$ cat src/rtl/adder_pkg.sv
// Shared definitions for the pipelined adder: width limit, parameter
// legality check and the per-stage register layout.
package adder_pkg;

  localparam int MAX_BITS = 64;

  function automatic bit params_legal(input int num_bits, input int num_stages);
    return (num_bits >= 2) && (num_bits <= MAX_BITS) &&
           (num_stages >= 1) && (num_stages <= num_bits) &&
           ((num_bits % num_stages) == 0);
  endfunction

  // Fields are sized for MAX_BITS; bits above NUM_BITS stay zero and are trimmed.
  typedef struct packed {
    logic                valid;
    logic [MAX_BITS-1:0] a_skew;
    logic [MAX_BITS-1:0] b_skew;
    logic [MAX_BITS-1:0] psum;
    logic                carry;
  } stage_t;

endpackage

$ cat src/rtl/adder_slice.sv
// Combinational W-bit ripple-carry adder, one instance per pipeline stage.
module adder_slice #(
  parameter int W = 4
) (
  input  logic [W-1:0] a,
  input  logic [W-1:0] b,
  input  logic         carry_in,
  output logic [W-1:0] sum,
  output logic         carry_out
);

  logic [W:0] c;

  always_comb begin
    c    = '0;
    sum  = '0;
    c[0] = carry_in;
    for (int i = 0; i < W; i++) begin
      sum[i]   = a[i] ^ b[i] ^ c[i];
      c[i+1]   = (a[i] & b[i]) | (c[i] & (a[i] ^ b[i]));
    end
    carry_out = c[W];
  end

endmodule

$ cat src/rtl/adder_nbit_pipe.sv
// Pipelined NUM_BITS adder split into NUM_STAGES ripple slices with
// valid/ready flow control. Define ADDER_OVERFLOW_EN to get the signed overflow flag.
module adder_nbit_pipe
  import adder_pkg::*;
#(
  parameter int NUM_BITS   = 8,
  parameter int NUM_STAGES = 2
) (
  input  logic                clk,
  input  logic                rst,
  input  logic                in_valid,
  output logic                in_ready,
  input  logic [NUM_BITS-1:0] a,
  input  logic [NUM_BITS-1:0] b,
  input  logic                carry_in,
  output logic                out_valid,
  input  logic                out_ready,
  output logic [NUM_BITS-1:0] sum,
  output logic                carry_out,
  output logic                overflow
);

  localparam int W = NUM_BITS / NUM_STAGES;

  if (!params_legal(NUM_BITS, NUM_STAGES)) begin : g_param_check
    $fatal(1, "adder_nbit_pipe: illegal NUM_BITS=%0d / NUM_STAGES=%0d", NUM_BITS, NUM_STAGES);
  end

  stage_t                stg_q [NUM_STAGES];
  logic [NUM_STAGES-1:0] stg_valid;
  logic [NUM_STAGES:0]   ready;

`ifdef ADDER_OVERFLOW_EN
  logic ovf_q;
`endif

  // A stage may load when empty or when the stage after it can take its contents.
  always_comb begin
    ready             = '0;
    ready[NUM_STAGES] = out_ready;
    for (int k = NUM_STAGES - 1; k >= 0; k--) begin
      ready[k] = ~stg_valid[k] | ready[k+1];
    end
  end

  assign in_ready = ready[0] & ~rst;

  for (genvar k = 0; k < NUM_STAGES; k++) begin : g_stage
    stage_t       src;
    stage_t       d;
    stage_t       q;
    logic [W-1:0] sa;
    logic [W-1:0] sb;
    logic [W-1:0] ss;
    logic         sci;
    logic         sco;

    if (k == 0) begin : g_first
      always_comb begin
        src                       = '0;
        src.valid                 = in_valid;
        src.a_skew[NUM_BITS-1:0]  = a;
        src.b_skew[NUM_BITS-1:0]  = b;
        src.carry                 = carry_in;
      end
    end else begin : g_next
      assign src = stg_q[k-1];
    end

    assign sa  = src.a_skew[k*W +: W];
    assign sb  = src.b_skew[k*W +: W];
    assign sci = src.carry;

    adder_slice #(.W(W)) u_slice (
      .a        (sa),
      .b        (sb),
      .carry_in (sci),
      .sum      (ss),
      .carry_out(sco)
    );

    always_comb begin
      d                = src;
      d.psum[k*W +: W] = ss;
      d.carry          = sco;
    end

    always_ff @(posedge clk) begin
      if (rst) begin
        q <= '0;
      end else if (ready[k]) begin
        if (src.valid) q <= d;
        else           q.valid <= 1'b0;
      end
    end

    assign stg_q[k]     = q;
    assign stg_valid[k] = q.valid;

`ifdef ADDER_OVERFLOW_EN
    // Carry into the MSB is recovered from the MSB operand and sum bits.
    if (k == NUM_STAGES - 1) begin : g_ovf
      always_ff @(posedge clk) begin
        if (rst) begin
          ovf_q <= 1'b0;
        end else if (ready[k] && src.valid) begin
          ovf_q <= sa[W-1] ^ sb[W-1] ^ ss[W-1] ^ sco;
        end
      end
    end
`endif
  end

  assign out_valid = stg_q[NUM_STAGES-1].valid;
  assign sum       = stg_q[NUM_STAGES-1].psum[NUM_BITS-1:0];
  assign carry_out = stg_q[NUM_STAGES-1].carry;

`ifdef ADDER_OVERFLOW_EN
  assign overflow = ovf_q;
`else
  assign overflow = 1'b0;
`endif

  // Upper struct bits and the drained skew operands of the last stage go nowhere.
  logic unused_stage_bits;
  always_comb begin
    unused_stage_bits = 1'b0;
    for (int k = 0; k < NUM_STAGES; k++) begin
      unused_stage_bits = unused_stage_bits ^ (^stg_q[k]);
    end
  end

endmodule

$ cat config.mk
export PLATFORM = sky130hd
export DESIGN_NAME = adder_nbit_pipe
export DESIGN_NICKNAME = d
export VERILOG_FILES = /design/src/rtl/adder_pkg.sv /design/src/rtl/adder_slice.sv /design/src/rtl/adder_nbit_pipe.sv
export SDC_FILE = /design/constraint.sdc
export NUM_CORES = 1
export LEC_CHECK = 0
export CAP_MARGIN = 25
export CORE_MARGIN = 1
export CORE_UTILIZATION = 42
export CTS_CLUSTER_SIZE = 24
export DETAILED_ROUTE_END_ITERATION = 10
export PLACE_DENSITY_LB_ADDON = 0.2
export SETUP_SLACK_MARGIN = 0.02
export SLEW_MARGIN = 5
export SYNTH_ARGS = -nofsm -noshare
export SYNTH_HDL_FRONTEND = slang
export SYNTH_SLANG_ARGS = --single-unit
export TNS_END_PERCENT = 1
$ cat constraint.sdc
create_clock -name clk -period 2.2 [get_ports clk]
set_input_delay 0.44 -clock clk [delete_from_list [all_inputs] [get_ports clk]]
set_output_delay 0.44 -clock clk [all_outputs]
set_load 0.02 [all_outputs]
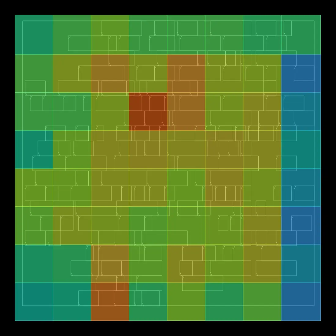
*Track usage over the die*
met3 usage: 0.0234
M1 GR Usage: 0.220
Final Core Density: 0.594
all-layer global routing usage: 0.154

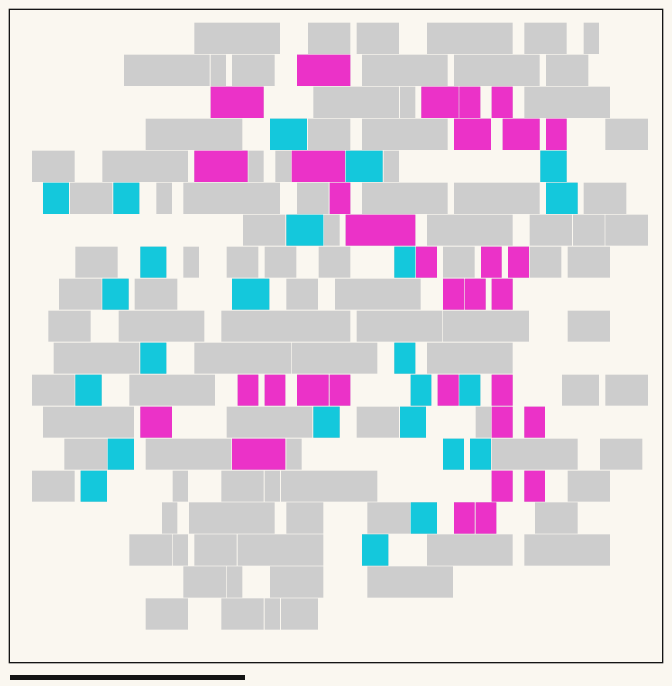
*Gate-type map*
Bar = 20 um.
| colour | family | cells | most used |
|---|---|---|---|
| magenta | inverting AOI/OAI gates | 32 | a21oi_1 |
| cyan | NAND gates | 24 | nand2b_1 |
dominant logic cell type in the layout: clkdlybuf4s50_1
final cell count without fillers: 184
logic share of the area: 0.384

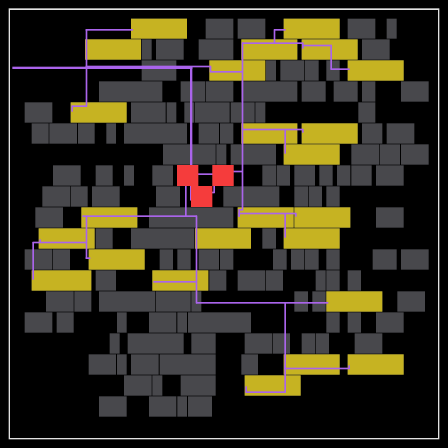
*Clock wires, drivers and flops*
[yellow] flip-flops | count: 24
[purple] clock wires | length: 253 um
[red] cells driving clock nets | count: 3
routed clock nets: 4
Layout Skew: 0.00675 ns
clock network power share: 0.314
Clock Power: 0.310 mW
Insertion Delay late pin: 0.30 ns

==> results_dict.tcl <==
# yosys + openroad results
set metrics [dict create \
    edf_count 0 \
    cts_made_buffers 3 \
    grt_antenna_before_repair 0 \
    setup_tns_ns 0 \
    synth-xor-area-share 0 \
    synthesis.instances 121 \
    hold_ws_ns 0.482 \
    async_flop_share 0 \
    synth.top_cells.by_area "dfxtp_1 40%, fa_1 13%, nand2b_1 6.8%" \
    cp.required_ns 2.43 \
    synthSimpleGateAreaFrac 0.137 \
    rsz0062_at_grt "true" \
    synth_top_cell_by_count "dfxtp_1" \
    place_congestion 0.748 \
    htree_levels 1 \
    cts_sinks 24 \
    outcome "complete, no violations" \
    ys_top_logic_family "AND-OR/OR-AND gates" \
    drt_iter0_drc 10 \
    nNetsFinal 183 \
    root_buffer "clkbuf_4" \
    whs_endpoint "sum[2]" \
    slew_violations 0 \
    grt_pass1_wl_um 3850 \
    ys_seq_share 0.400 \
    rows 19 \
    adder_share 0.133 \
    r2r_start "g_stage[0].q[69]" \
    openroad.warnings 28 \
    synth_top_area_share 0.400 \
    grt_max_degree 35 \
    top_cells_by_count "24 x dfxtp_1, 16 x inv_1, 15 x a21oi_1" \
    first_pass_iters 4 \
    rrSetupSlack_ns 0.07 \
    io_pins 33 \
    ys_types 22 \
    dieArea_um2 3070 \
    fp_nets 150 \
    rr_endpoint "sum[7]" \
    p_leak_nw 0.631 \
    hold_viol 0 \
    total_power_mw 0.987 \
    period_used_share 0.969 \
    io_buffers 31 \
    peakVddDrop_v 0.000448 \
    ant_nets 0 \
    drc 0 \
    worst_slack_ns 0.0678 \
    cts.path.max_buffers 2 \
    max-cap-violations 0 \
    mux_share 0.0501 \
    flop_cell "dfxtp_1" \
    holdCritStartpoint "sum[2]" \
    die_h_um 55.5 \
    largest_area_cell "dfxtp_1" \
    cp-end-kind "flop" \
    hold_class "reg -> reg" \
    clk_pin_slew_worst_paths_ns 0.12 \
    die_w_um 55.5 \
    cp_max_fo 1 \
    ctsHoldBuffers 0 \
    grt_pass1_vias 841 \
    yosys_warnings 0 \
    cp-start-kind "primary input" \
    syn_avg_cell_area_um2 9.92 \
    ys_ff 24 \
    grt_remaining_overflow 0 \
    insertedDiodeCount 0 \
    synth_area_um2 1200 \
    ys_cells 121 \
    finalSetupViolCount 0 \
    fin_crit_ns 2.13 \
    drive_gt1_frac 0.170 \
    hpwl_um 1700 \
    arrival_ns 2.37 \
    crit_type "in -> reg" \
    hold_depth 2 \
    ys_chip_area_um2 1200 \
    top_usage_layer "met2" \
    dp_slack_ns -0.463 \
    rr_worst_depth 8 \
    vias_per_cell 4.94 \
    post_cts_buffers 0 \
    timing.fmax_mhz 469 \
    grtUsageMet2 0.255 \
    powerDensity_nw_per_um2 608 \
    syn2layout_area_growth_pct 35.2 \
    ys_sh_aoi 0.184 \
    cts_tree "done" \
]
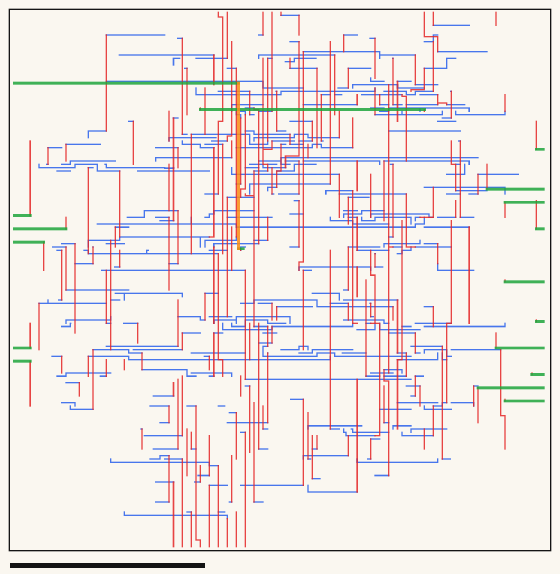
*Wiring by layer*
Bar = 20 um.
| colour | layer | wire length |
|---|---|---|
| orange | met4 | 17.0 um |
| red | met2 | 1,070 um |
| blue | met1 | 1,040 um |
| green | met3 | 91.5 um |
Total Wirelength: 2220 um
DR vias: 909
Wirelength per Cell: 12.0 um

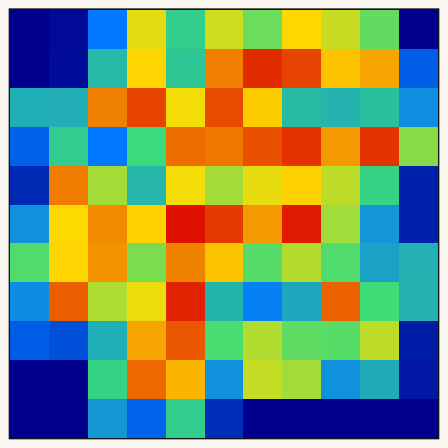
*Placement density heat map*
11 x 11 tiles, from dark blue (low) to red (high), 0 to 100% covered.
fullest tile: 98%
nearly empty tiles: 9.9%
tiles over 75% full: 31%
mean over tiles: 52%
Core Box Area: 2730 um2
fp util: 0.439

## cell usage in the layout (no fill, tap or decap), drive strengths merged
master / n
nand4b: 4
nand3: 6
dfxtp: 24
mux2i: 6
conb: 1
nand3b: 1
o21ai: 6
a21oi: 16
bufinv: 1
a311oi: 3
nand2b: 13
clkbuf: 3
buf: 6
clkdlybuf4s50: 27
dlymetal6s2s: 1
fa: 8
dlygate4sd2: 3
inv: 16
and2b: 1
o31ai: 4
a211oi: 3
## sequential cells by signal, summed over array words and instances, names as in the netlist
signal       count
g_stage.q       13
sum              8
carry_out        1
g_stage.sci      1
out_valid        1
## kinds of logic after synthesis
logic type / count (synthesis)
compound gates: 32
buf+inv: 25
simple gates: 25
fa+ha+maj: 8
mux: 6
flops: 24
other cells: 1
## per-stage QoR
stage                     utilization  area [um2]  cells
final                           0.594        1620    184
after global routing            0.594        1620    184
after CTS                       0.588        1610    184
after detailed placement        0.569        1560    180
after global placement          0.569        1560    180
after floorplan                     -        1200    121
## repair_timing
item,CTS,global route
endpoints found under the setup margin,3,3
gates resized,6,8
pin swaps,2,1
## layout make-up
cell class	count	area (um2)
clock buffers	3	22.5
repair buffers	37	367
multi-input cells	72	623
fillers	260	1110
well taps	31	38.8
flip-flops and latches	24	482
inverters	16	60.1
clock inverters	1	30.0
## worst max-delay path, cell delays in order
cell           delay (ns)
dlygate4sd2_1        0.25
fa_2                 0.38
inv_2                0.06
fa_1                 0.15
inv_1                0.05
fa_1                 0.35
inv_1                0.07
fa_1                 0.42
a211oi_2             0.21
## power by group
group	leakage [nW]	switching, mW	internal (mW)
clock	0.0279	0.126	0.184
combinational	0.405	0.0932	0.104
sequential	0.198	0.0157	0.464
## worst max path at each step
stage / slack, ns / end / cells after the start / from
finish: 0.07 / g_stage[0].q[4] / 9 / a[0]
global route: -0.01 / sum[7] / 8 / g_stage[0].q[69]
CTS: -0.06 / g_stage[0].q[4] / 9 / carry_in
detailed placement: -0.46 / g_stage[0].q[4] / 9 / a[0]
global placement: -0.44 / g_stage[0].q[4] / 9 / a[0]
floorplan: 0.04 / g_stage[0].q[4] / 8 / a[0]
## per-layer routing
layer,part of all wire,vias to the layer above
met5,0,-
met4,0.0077,0
li1,-,468
met1,0.47,421
met2,0.48,18
met3,0.041,2
Power and IR drop assume default switching activity.
